$ cat config.mk
export PLATFORM = sky130hd
export DESIGN_NAME = slot_dispenser
export DESIGN_NICKNAME = d
export VERILOG_FILES = /design/src/rtl/slot_dispenser.sv
export SDC_FILE = /design/constraint.sdc
export NUM_CORES = 1
export LEC_CHECK = 0
export CAP_MARGIN = 40
export CORE_MARGIN = 2
export CORE_UTILIZATION = 35
export DETAILED_ROUTE_END_ITERATION = 12
export PLACE_DENSITY = 0.68
export SETUP_SLACK_MARGIN = 0.4
export SLEW_MARGIN = 20
export SYNTH_ARGS = -nofsm -noshare
export SYNTH_HDL_FRONTEND = slang
export SYNTH_SLANG_ARGS = --single-unit
$ cat constraint.sdc
create_clock -name clk -period 1.2 [get_ports clk]
set_input_delay 0.24 -clock clk [delete_from_list [all_inputs] [get_ports clk]]
set_output_delay 0.24 -clock clk [all_outputs]
set_load 0.05 [all_outputs]
$ cat src/rtl/slot_dispenser.sv
// Three-slot transmit dispenser: latches a bundle of up to three slots in one load
// cycle and emits the valid ones in ascending index order on a put/take handshake.
module slot_dispenser #(
  parameter int unsigned WIDTH = 8
) (
  input  logic             clk,
  input  logic             reset,
  input  logic             load,
  input  logic [WIDTH-1:0] in0,
  input  logic [WIDTH-1:0] in1,
  input  logic [WIDTH-1:0] in2,
  input  logic             in0_valid,
  input  logic             in1_valid,
  input  logic             in2_valid,
  input  logic             take,
  output logic [WIDTH-1:0] value_out,
  output logic             put_out,
  output logic             busy,
  output logic             done
);

  typedef enum logic [1:0] {StIdle, StSend, StFin} state_e;

  state_e           state_q, state_d;
  logic [WIDTH-1:0] data0_q, data0_d;
  logic [WIDTH-1:0] data1_q, data1_d;
  logic [WIDTH-1:0] data2_q, data2_d;
  logic [2:0]       valid_q, valid_d;
  logic [WIDTH-1:0] value_q, value_d;
  logic             put_q, put_d;
  logic [2:0]       in_valid;

  // Data of the lowest-index slot whose flag is set in m.
  function automatic logic [WIDTH-1:0] pick_first(input logic [2:0] m,
                                                  input logic [WIDTH-1:0] a0,
                                                  input logic [WIDTH-1:0] a1,
                                                  input logic [WIDTH-1:0] a2);
    if (m[0])      return a0;
    else if (m[1]) return a1;
    else if (m[2]) return a2;
    else           return '0;
  endfunction

  assign in_valid = {in2_valid, in1_valid, in0_valid};

  always_comb begin
    state_d = state_q;
    data0_d = data0_q;
    data1_d = data1_q;
    data2_d = data2_q;
    valid_d = valid_q;
    value_d = value_q;
    put_d   = put_q;
    unique case (state_q)
      StIdle: begin
        if (load) begin
          data0_d = in0;
          data1_d = in1;
          data2_d = in2;
          valid_d = in_valid;
          if (|in_valid) begin
            state_d = StSend;
            put_d   = 1'b1;
            value_d = pick_first(in_valid, in0, in1, in2);
          end else begin
            state_d = StFin;
          end
        end
      end
      StSend: begin
        if (take && put_q) begin
          // The slot on the bus is always the lowest set flag; clear just that bit.
          valid_d = valid_q & (valid_q - 3'd1);
          if (|valid_d) begin
            value_d = pick_first(valid_d, data0_q, data1_q, data2_q);
          end else begin
            state_d = StFin;
            put_d   = 1'b0;
            value_d = '0;
          end
        end
      end
      StFin: begin
        state_d = StIdle;
      end
      default: begin
        state_d = StIdle;
        put_d   = 1'b0;
        value_d = '0;
      end
    endcase
  end

  always_ff @(posedge clk) begin
    if (!reset) begin
      state_q <= StIdle;
      data0_q <= '0;
      data1_q <= '0;
      data2_q <= '0;
      valid_q <= '0;
      value_q <= '0;
      put_q   <= 1'b0;
    end else begin
      state_q <= state_d;
      data0_q <= data0_d;
      data1_q <= data1_d;
      data2_q <= data2_d;
      valid_q <= valid_d;
      value_q <= value_d;
      put_q   <= put_d;
    end
  end

  assign value_out = value_q;
  assign put_out   = put_q;
  assign busy      = (state_q != StIdle);
  assign done      = (state_q == StFin);

endmodule

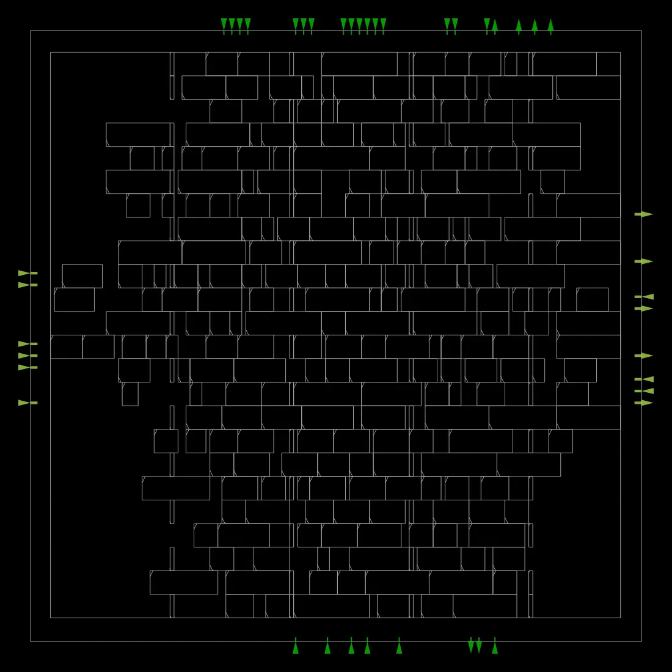
(placed standard cells)
# rows: 24
flop count: 30
sequential cell area share: 0.232
Util after Layout: 0.634
Tap Count: 52

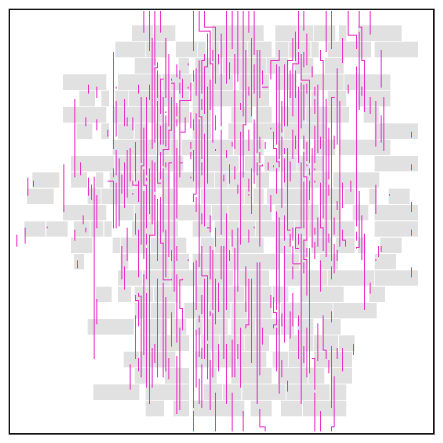
(M2 wires)
Drawn at 6 px/um. Cells faint in the background.
main direction: vertical
nets with wire on the layer: 240
wire length on this layer: 2490 um
share of all routed wire: 52%

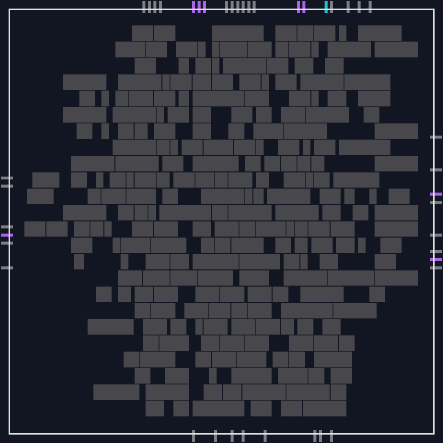
(pin placement)
Drawn at 6 px/um. Pins as bars across the die edge, other pins in gray.
| port | color | pins | direction | edge |
|---|---|---|---|---|
| in0 | purple | 8 | input | 5 north, 2 east, 1 west |
| clk | cyan | 1 | input | north |
all pins by edge: 20 north, 8 south, 8 east, 6 west

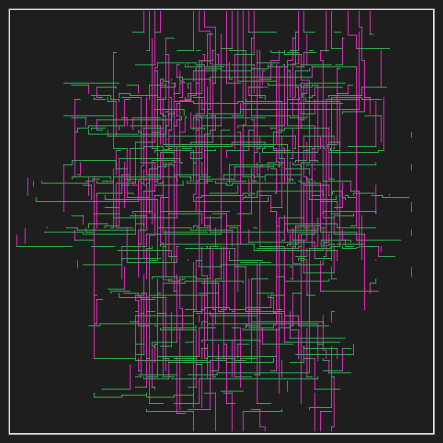
(routed metal, one color a layer)
Drawn at 6 px/um. Two of the layers only.
| layer | color | wire length |
|---|---|---|
| met2 | magenta | 2490 um |
| met1 | green | 1990 um |

==> results.cfg <==
; physical design summary
[run_status]
outcome = finished with violations
failed_checks = setup timing

[pwr]
p_leak_nw = 1.10
p_per_area_nw_per_um2 = 1120

[synth]
yosysWarnings = 0
yosys_cells = 171
top_cells_by_count = nand2_1, dfxtp_1, a21boi_1, a21oi_1
synth.avg_cell_area_um2 = 9.05
synth_top_cell_by_count = nand2_1
synthDistinctLibCells = 37
synthFlopType = dfxtp_1
ys_top_cells_by_area = dfxtp_1, a21boi_1, nand2_1, a221o_1, a222oi_1
synth-seq-area-share = 0.388
syn_nets = 202
synthCells = 171
ys_async_sr_fraction = 0
top_area_frac = 0.388
yosysTopAreaCell = dfxtp_1
ys_chip_area_um2 = 1550

[sta]
worst_slack_ps = -192
max_freq_mhz = 719
whs_ps = 259
worst_slew_pin_slew_ps = 388
period_used_share = 1.16
skew_ps = 10.5
rsz0062_at_grt = true
setup_viol = 31
fin_tns_setup_ps = -3650
finalHoldViolCount = 0
max_slew_margin = 0.741
period_minus_slack_ps = 1390
finalMaxSlewViolations = 0

[setup_path]
worstSetupStartpointType = register
worstPathMaxFanout = 5
crit_path_end_kind = output pin
critPathArrivalTime_ps = 1150
path_class = register to output pin

[cts]
cts_sinks = 30
cts_tree = built
htreeDepth = 2
cts_buffers = 5
path_clk_slew_ps = 60
hold_buffers = 0
cts_buffer_depth = 2
clk_latency_ps = 290
cts_root_buf = clkbuf_8

[die]
die_h_um = 70.5
chip_area_um2 = 4970
design.portCount = 42
core_region_area_um2 = 4290
fp-utilization = 0.360

[drt]
routed_wl_mm = 4.82
vias = 1589
drtIter0Drc = 158
postRouteAntennaNets = 0
dr.pass1.iters = 4
viasPerCell = 5.39
avgRoutedWirePerCell_um = 16.3
drc = 0

[min_path]
hold_class = input pin to register

[flow_run]
warning_count = 29

[placed_design]
place_ws_ps = -592
portBuffers = 41
gp_congestion = 0.845

[layout]
drive_above_1_share = 0.481
n_antenna_cell = 0
num-nets-final = 273
area_growth_pct = 75.8

[global_routing]
grt_max_degree = 23
antenna_found_initial = 0
grt_pass1_vias = 1590
grt_overflow = 0
grt_pass1_wl_mm = 7.61
[per-layer routing]
| layer | routed length (um) | vias to the layer above | track usage |
|---|---|---|---|
| li1 | - | 766 | - |
| met1 | 1990 | 758 | 0.247 |
| met2 | 2490 | 58 | 0.329 |
| met3 | 294 | 7 | 0.0418 |
| met4 | 46 | 0 | 0.0662 |
| met5 | 0 | - | 0 |
[flip-flops by register name (all words and copies together) (netlist names)]
signal / cells
value_out: 8
data2_q: 8
data1_q: 8
put_out: 1
valid_q: 3
state_q: 2
[logic make-up (layout without fill, tap and decap cells)]
logic type / after synthesis / count (layout) / share of synthesized area
adder cells (fa/ha/maj): 1 / 1 / 0.00647
AND/OR/NAND/NOR: 53 / 53 / 0.178
flip-flops: 30 / 30 / 0.388
buffers and inverters: 23 / 95 / 0.0873
XOR/XNOR: 1 / 1 / 0.00566
AND-OR/OR-AND: 63 / 63 / 0.335
[power breakdown]
group	internal [W]	switching, W	total (W)
sequential	0.00108	0.0000695	0.00115
clock	0.000460	0.000400	0.000860
combinational	0.000562	0.000467	0.00103
[per-stage QoR]
step | cells | instance area, um2 | power, W
2_1_floorplan | 171 | 1600 | 0.00160
3_3_place_gp | 273 | 2290 | 0.00200
3_5_place_dp | 273 | 2290 | 0.00200
4_1_cts | 291 | 2610 | 0.00297
5_1_grt | 295 | 2720 | 0.00315
6_report | 295 | 2720 | 0.00304
[critical path: stages, from the launching register on]
cell and delay [ps]:
dfxtp_4 370, or2_4 240, buf_12 130, buf_12 140
[final timing paths]
| path | start | cells past startpoint | slack (ps) | endpoint |
|---|---|---|---|---|
| setup / recovery | state_q[0] | 3 | -190 | busy |
| hold / removal | in2[3] | 3 | 260 | data2_q[3] |
| setup reg to reg | state_q[0] | 7 | -150 | data1_q[6] |
| hold reg to reg | data2_q[0] | 2 | 470 | data2_q[0] |
[layout make-up]
| type | count | area (um2) |
|---|---|---|
| clock buffers | 6 | 82.6 |
| clock inverters | 2 | 12.5 |
| fillers | 352 | 1570 |
| inverters | 8 | 30.0 |
| multi-input cells | 118 | 986 |
| flip-flops and latches | 30 | 632 |
| well taps | 52 | 65.1 |
| repair buffers | 79 | 913 |
[repair_timing]
item | 4_1_cts | 5_1_grt
buffers inserted | 9 | 3
gates cloned | 1 | 1
gates resized | 52 | 27
setup endpoints to repair | 41 | 41
pin swaps | 44 | 11
[placed cells by master (no fill, tap or decap), types with 7 or more instances in the layout]
cell type         n
a21boi_1         16
buf_4            17
buf_12           14
a222oi_1          8
clkdlybuf4s50_1  23
o2bb2ai_1         7
inv_1             8
a221o_1           8
buf_6            17
nand2_1          19
nand2_2          14
dfxtp_2           7
dfxtp_1          17
Power figures rest on the tool's default switching activity, not on a simulated workload.
